<file path="src/rtl/pri_enc_8x3_q.sv">
// ============================================================================
// Module      : pri_enc_8x3_q
// Description : Queued 8-to-3 priority encoder. Captures request lines into a
//               pending set and delivers each one as an index on a valid/ready
//               handshake, clearing the bit on acceptance.
// Revision    : 1.0  initial release
// ============================================================================
`default_nettype none

module pri_enc_8x3_q #(
  parameter int HIGH_FIRST = 1
) (
  input  logic       clk,
  input  logic       rst,
  input  logic       en,
  input  logic [7:0] req,
  output logic [2:0] y,
  output logic       valid,
  input  logic       ready,
  output logic [7:0] pend,
  output logic       none
);

  typedef enum logic [0:0] {
    S_IDLE  = 1'b0,
    S_OFFER = 1'b1
  } state_t;

  state_t     r_state;
  state_t     w_state_n;
  logic [7:0] r_pend;
  logic [7:0] w_pend_n;
  logic [7:0] w_cap;
  logic [7:0] w_clr;
  logic [2:0] r_y;
  logic [2:0] w_y_n;
  logic [2:0] w_enc;
  logic       w_acc;

  // Set wins over clear: a bit re-requested on its accept edge stays pending.
  always_comb begin
    w_cap    = en ? 8'h00 : req;
    w_acc    = (r_state == S_OFFER) && ready;
    w_clr    = w_acc ? (8'h01 << r_y) : 8'h00;
    w_pend_n = (r_pend & ~w_clr) | w_cap;
  end

  // Later loop iterations override earlier ones, so scan order sets priority.
  always_comb begin
    w_enc = 3'd0;
    if (HIGH_FIRST != 0) begin
      for (int i = 0; i < 8; i++) begin
        if (w_pend_n[i]) w_enc = 3'(i);
      end
    end else begin
      for (int i = 7; i >= 0; i--) begin
        if (w_pend_n[i]) w_enc = 3'(i);
      end
    end
  end

  always_comb begin
    w_state_n = r_state;
    w_y_n     = r_y;
    case (r_state)
      S_IDLE: begin
        if (w_pend_n != 8'h00) begin
          w_y_n     = w_enc;
          w_state_n = S_OFFER;
        end
      end
      S_OFFER: begin
        if (w_acc) begin
          if (w_pend_n != 8'h00) begin
            w_y_n = w_enc;
          end else begin
            w_state_n = S_IDLE;
          end
        end
      end
      default: w_state_n = S_IDLE;
    endcase
  end

  always_ff @(posedge clk) begin
    if (rst) begin
      r_state <= S_IDLE;
      r_pend  <= 8'h00;
      r_y     <= 3'd0;
    end else begin
      r_state <= w_state_n;
      r_pend  <= w_pend_n;
      r_y     <= w_y_n;
    end
  end

  assign y     = r_y;
  assign valid = (r_state == S_OFFER);
  assign pend  = r_pend;
  assign none  = (r_pend == 8'h00);

endmodule

`default_nettype wire

</file>
<file path="config.mk">
export PLATFORM = sky130hd
export DESIGN_NAME = pri_enc_8x3_q
export DESIGN_NICKNAME = d
export VERILOG_FILES = /design/src/rtl/pri_enc_8x3_q.sv
export SDC_FILE = /design/constraint.sdc
export NUM_CORES = 1
export LEC_CHECK = 0
export CAP_MARGIN = 20
export CORE_AREA = 2 2 52 54
export DETAILED_ROUTE_END_ITERATION = 10
export DIE_AREA = 0 0 54 56
export GPL_TIMING_DRIVEN = 0
export PLACE_DENSITY = 0.64
export REMOVE_ABC_BUFFERS = 1
export SYNTH_ARGS = -nofsm -noshare
export SYNTH_HDL_FRONTEND = slang
export SYNTH_SLANG_ARGS = --single-unit
</file>
<file path="constraint.sdc">
create_clock -name clk -period 2.2 [get_ports clk]
set_input_delay 0.22 -clock clk [delete_from_list [all_inputs] [get_ports clk]]
set_output_delay 0.22 -clock clk [all_outputs]
set_load 0.03 [all_outputs]
</file>
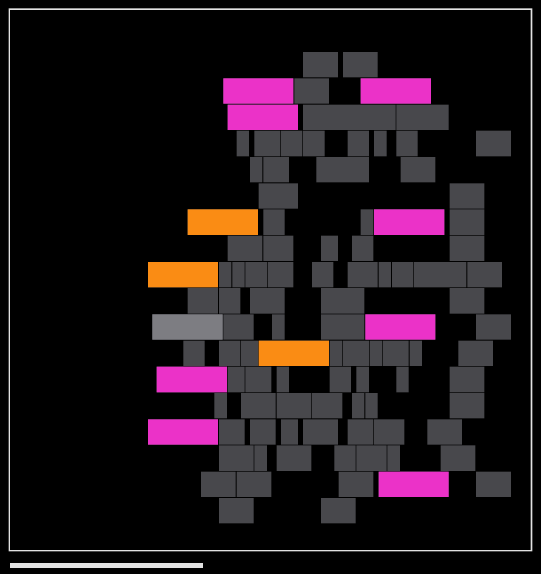
Run 1: sequential cells grouped by signal name
The bar under the picture is 20 µm long.
netlist name	colour	flops
`y`	orange	3
`pend`	magenta	8
not coloured	1
Storage cell area: 240 µm²
Final Util: 40.4%

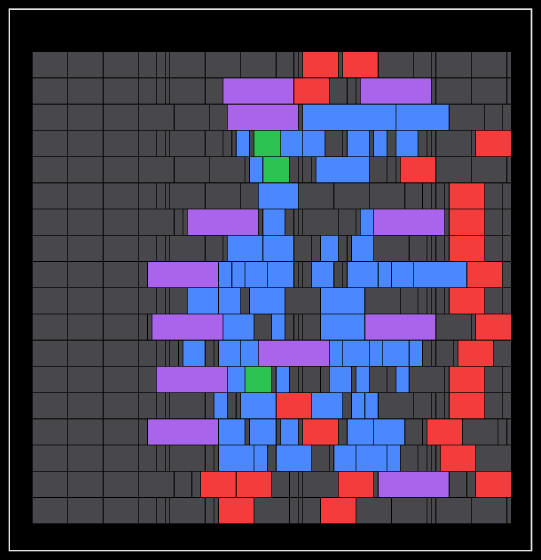
Run 1: cells coloured by class
Fill, decap, tap and diode cells in grey.
class	colour	cells	share of their area
flip-flops	purple	12	25%
cells driving clock nets	green	3	2.4%
all other logic	blue	62	47%
other buffers and delay cells	red	24	25%
Final Cell Area: 983 µm²
sequential share of cell area: 24.4%

==> results_slide.txt, run 1 <==
Flow Results at a Glance

Yosys
  – Synth cell count leaders: dfxtp_1, nor2_1, nand2_1, nor2b_1
  – Avg Inst Size Synth: 9.19 µm²
  – Flops after synth: 12
  – Cell area leaders: dfxtp_1, a221oi_2, nor2_1
  – Ao+oa area frac: 31.0%
  – Netlist cell types: 39
  – Fa+ha+maj area frac: 0%
  – Area share, top type: 34.4%
  – Syn Inst Count: 76
  – Synth Flop Type: dfxtp_1
  – Yosys xor share: 0%
  – Post-Syn Area: 698 µm²

Layout
  – Buffer share of cell area: 24.4%
  – Final Net Count: 115
  – Non-clk bufs: 24
  – Top cells excl fill/tap: clkdlybuf4s50_1, dfxtp_1, nor2_1
  – Share of layout cells above drive strength 1: 13.9%
  – Multi-In Gates: 58
  – Max reg flops: 8
  – Clock network area share: 2.29%
  – Top cell excl fill/tap: clkdlybuf4s50_1
  – Max-area cell class: multi-input combinational cells
  – Fraction of area in multi-input gates: 43.5%
  – Area growth, synth to finish: 40.9%
  – ANT cells: 0

Global routing
  – First-pass GRT wire length: 3040 µm
  – Routing usage on met3: 1.08%
  – Vias in the first global route: 690
  – Gr busiest metal: met2
  – Met2 Use GR: 22.8%
  – Met1 Track Usage GR: 16.5%
  – Antenna violations before repair: 0

Setup path
  – Worst setup path class: flip-flop to primary output
  – Crit path from: pend[5]
  – Crit path max-delay family: buffers and inverters
  – CP startpoint kind: flip-flop
  – Max incr delay on CP: 0.66 ns
  – CP Buf/Inv Count: 1
  – Cell chain of the critical path: nor4_1 -> and3_1 -> clkdlybuf4s50_1
  – CP arrival: 1.78 ns
  – Slowest cell on crit path: clkdlybuf4s50_1
  – Critical path capture point type: primary output

Routing
  – Metal2 WL: 932 µm
  – First-pass DRT Iterations: 4
  – DRC Markers: 0
  – Vias: 696
  – Post-route ant nets: 0
  – WL final: 1900 µm
  – Top routing layer in use: met4

Placement
  – Placed Area: 961 µm²
  – Routability cong.: 0.820
  – IO Port Bufs: 24
  – HPWL after detailed placement: 1420 µm

Clocking
  – Clk Latency, worst-skew pair: 0.27 ns
  – Post-CTS Setup Repair Bufs: 0
  – TritonCTS clock tree: yes
  – Clk root buf: clkbuf_4
  – Post-CTS sizing: 0
  – H-tree depth: 1
  – Inserted Clock Buffers: 3

Pwr
  – Peak supply drop: 0.204 mV
  – Pwr Total: 0.643 mW
  – Sequential power share: 42.4%
  – Combinational share of power: 36.3%
  – Psw: 0.230 mW
  – Sw Share: 35.7%

STA
  – Slew @ Worst Pin: 0.436 ns
  – Pins Over Slew Limit: 0
  – Min Clock Period, post-route: 2.00 ns
  – Tcrit/Tclk final: 90.7%
  – Setup violations, final: 0
  – Final Hold Fails: 0
  – Setup tns final: 0 ns

Run status
  – Outcome: complete, no violations

Die
  – I/O Pins: 25
  – Die height: 56 µm
  – Tapcells: 30
  – Die ar.: 3020 µm²

Hold path
  – Hold WC Path Type: flip-flop to flip-flop
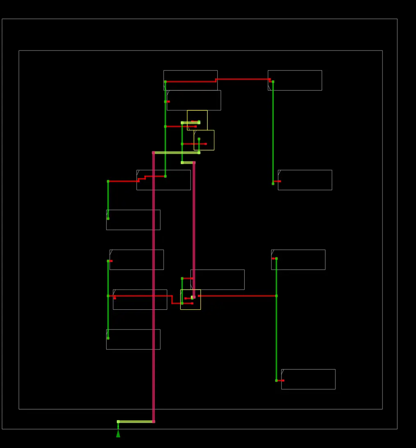
Run 1: clock nets
CLK BUF: 3
Seq cells: 12
clk pwr: 0.137 mW
clock skew: 0.00239 ns
Sink Count: 12

==> run 2: changes to the inputs <==
- clock period: 2.2 -> 2 ns (I/O delays scaled with it)
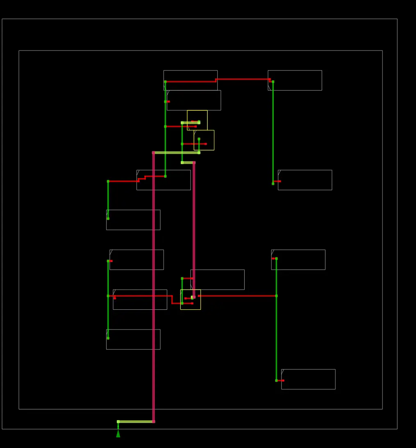
Run 2: clock nets
clk pwr: 0.151 mW
Clk Latency, worst-skew pair: 0.27 ns
Inserted Clock Buffers: 3

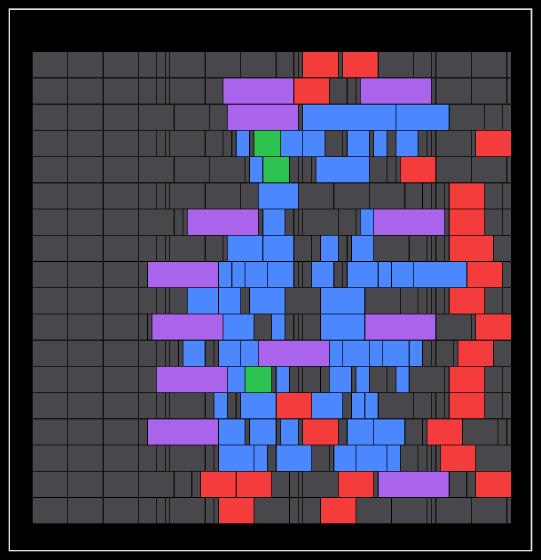
Run 2: cells coloured by class
Fill, decap, tap and diode cells in grey.
class	colour	cells	share of their area
all other logic	blue	62	47%
flip-flops	purple	12	25%
cells driving clock nets	green	3	2.4%
other buffers and delay cells	red	24	26%
Final Cell Area: 986 µm²
sequential share of cell area: 24.4%
Final Util: 40.5%
CORE AREA: 2430 µm²

==> results_slide.txt, run 2 <==
Flow Results at a Glance

Run status
  – Outcome: complete, no violations

Yosys
  – Syn Inst Count: 76 (unchanged)
  – Cell taking the most area after synthesis: dfxtp_1
  – Asr flop ratio synth: 0%
  – Synth cell count leaders: dfxtp_1, nor2_1, nand2_1, nor2b_1
  – Avg Inst Size Synth: 9.19 µm² (unchanged)
  – Ys cells: 76
  – Mux share: 2.87%
  – Post-Syn Area: 698 µm² (unchanged)
  – Yosys simple share: 27.4%
  – Ao+oa area frac: 31.0% (unchanged)
  – Cell area leaders: dfxtp_1, a221oi_2, nor2_1
  – Netlist cell types: 39 (unchanged)
  – Flops after synth: 12 (unchanged)
  – Yosys warning count: 0
  – Fa+ha+maj area frac: 0% (unchanged)
  – Yosys xor share: 0% (unchanged)
  – Area share, top type: 34.4% (unchanged)
  – Cell with the most instances after synthesis: dfxtp_1
  – Synth Seq Share: 34.4%
  – Post-synth EDFFs: 0
  – Chip Area, Yosys: 698 µm²
  – Synth Flop Type: dfxtp_1

Layout
  – Inverters: 4
  – Top cells excl fill/tap: clkdlybuf4s50_1, dfxtp_1, nor2_1
  – Comb area: 428 µm²
  – Share of layout cells above drive strength 1: 13.9% (unchanged)
  – CLK BUF: 3 (unchanged)
  – Max-area cell class: multi-input combinational cells
  – Buffer share of cell area: 24.6% (+0.19 points)
  – Multi-In Gates: 58 (unchanged)
  – ANT cells: 0 (unchanged)
  – Non-clk bufs: 24 (unchanged)
  – Storage cell area: 240 µm² (unchanged)
  – Fill cell count: 259
  – Clock network area share: 2.28% (-0.0058 points)
  – Fraction of area in multi-input gates: 43.4% (-0.11 points)
  – Seq cells: 12 (unchanged)
  – Area growth, synth to finish: 41.2%
  – Final Net Count: 115 (unchanged)
  – Max reg flops: 8 (unchanged)
  – Top cell excl fill/tap: clkdlybuf4s50_1
  – Post-Layout Cell Count: 131

Routing
  – Wire per inst: 14.5 µm
  – DRC Markers: 0 (unchanged)
  – WL met1: 833 µm
  – WL final: 1900 µm (about the same)
  – DR iter-0 viols: 10
  – First-pass DRT Iterations: 4 (unchanged)
  – Vias: 696 (unchanged)
  – Post-route ant nets: 0 (unchanged)
  – Routed wl met3: 80 µm
  – Metal2 WL: 932 µm (unchanged)
  – Vias per cell: 5.31
  – Top routing layer in use: met4

Setup path
  – R2r startpoint: y[0]
  – Cell chain of the critical path: clkdlybuf4s50_1 -> nand4_1 -> a221oi_2 -> and4_4 -> a311o_1 -> a31oi_1
  – CP endpoint: y[0]
  – Max incr delay on CP: 0.61 ns (-0.05 ns)
  – Crit path from: ready
  – Reg2Reg Depth: 5
  – Crit path max-delay family: AND-OR/OR-AND gates
  – CP Buf/Inv Count: 1 (unchanged)
  – Slowest cell on crit path: clkdlybuf4s50_1
  – CP startpoint kind: primary input
  – Reg2Reg Capture Point: y[0]
  – Critical path required time: 2.14 ns
  – Worst setup path class: primary input to flip-flop
  – CP arrival: 1.98 ns (+0.20 ns)
  – Worst-path maximum fanout: 7
  – WP depth: 6
  – Critical path capture point type: flip-flop

Placement
  – Dpl ws: -0.111 ns
  – IO Port Bufs: 24 (unchanged)
  – Dpl cells: 128
  – Placed Area: 961 µm² (unchanged)
  – HPWL after detailed placement: 1420 µm (unchanged)
  – Routability cong.: 0.820 (unchanged)

STA
  – Fmax: 0.544 GHz
  – Pins Over Slew Limit: 0 (unchanged)
  – Slew @ Worst Pin: 0.436 ns (unchanged)
  – Final setup margin: 0.163 ns
  – Clock skew: 0.00239 ns (unchanged)
  – Rel. slew slack: 70.8%
  – Final Hold Fails: 0 (unchanged)
  – Min Clock Period, post-route: 1.84 ns
  – RSZ-0062 raised after global routing: false
  – Tcrit/Tclk final: 91.8%
  – Setup violations, final: 0 (unchanged)
  – Minimum hold slack: 0.569 ns
  – Setup tns final: 0 ns (unchanged)

Pwr
  – Psw: 0.253 mW (+10%)
  – Internal Power: 0.455 mW
  – Combinational share of power: 36.2% (about the same)
  – Sw Share: 35.7% (about the same)
  – P_seq: 0.300 mW
  – Pwr dens: 717 nW/µm²
  – Top power group: registers
  – Sequential power share: 42.4% (about the same)
  – Peak supply drop: 0.225 mV (+10%)
  – Pleak: 0.377 nW
  – Comb pwr: 0.256 mW
  – Pwr Total: 0.707 mW (+9.9%)

Die
  – # rows: 18
  – Tapcells: 30 (unchanged)
  – Die ar.: 3020 µm² (unchanged)
  – Die X-Extent: 54 µm
  – Die height: 56 µm (unchanged)
  – I/O Pins: 25 (unchanged)
  – FP Util: 28.7%

Clocking
  – TritonCTS clock tree: yes
  – Max Buffers Root-to-Sink: 2
  – Worst-path clk slew: 0.07 ns
  – H-tree depth: 1 (unchanged)
  – Post-CTS sizing: 0 (unchanged)
  – Hold buffers post-CTS: 0
  – Sink Count: 12 (unchanged)
  – Clk root buf: clkbuf_4
  – Post-CTS Setup Repair Bufs: 0 (unchanged)

Global routing
  – Met2 Use GR: 22.8% (unchanged)
  – Total gr overflow: 0
  – Met1 Track Usage GR: 16.5% (unchanged)
  – Routing usage on met3: 1.08% (unchanged)
  – Gr busiest metal: met2
  – Largest net degree at the start of global routing: 13
  – Antenna violations before repair: 0 (unchanged)
  – GR Util All Layers: 14.0%
  – Vias in the first global route: 690 (unchanged)
  – First-pass GRT wire length: 3040 µm (unchanged)

Run
  – OpenROAD warning count: 25
  – Maxcap violations: 0

Hold path
  – Worst Hold Depth: 2
  – Hold_sp: pend[0]
  – Hold WC Path Type: flip-flop to flip-flop
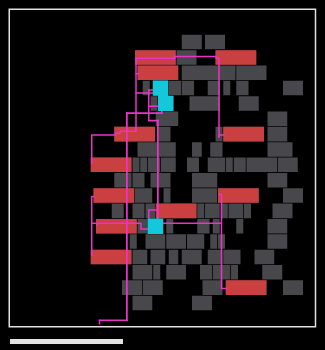
Run 2: clock network drawn from the DEF
The bar under the picture is 20 µm long.
[flip-flops] red | count: 12
[cells driving clock nets] cyan | count: 3
[clock wires] magenta | length: 203 µm
routed clock nets	4
clock power share: 21.3%

Power is estimated from default activity; no workload was simulated.
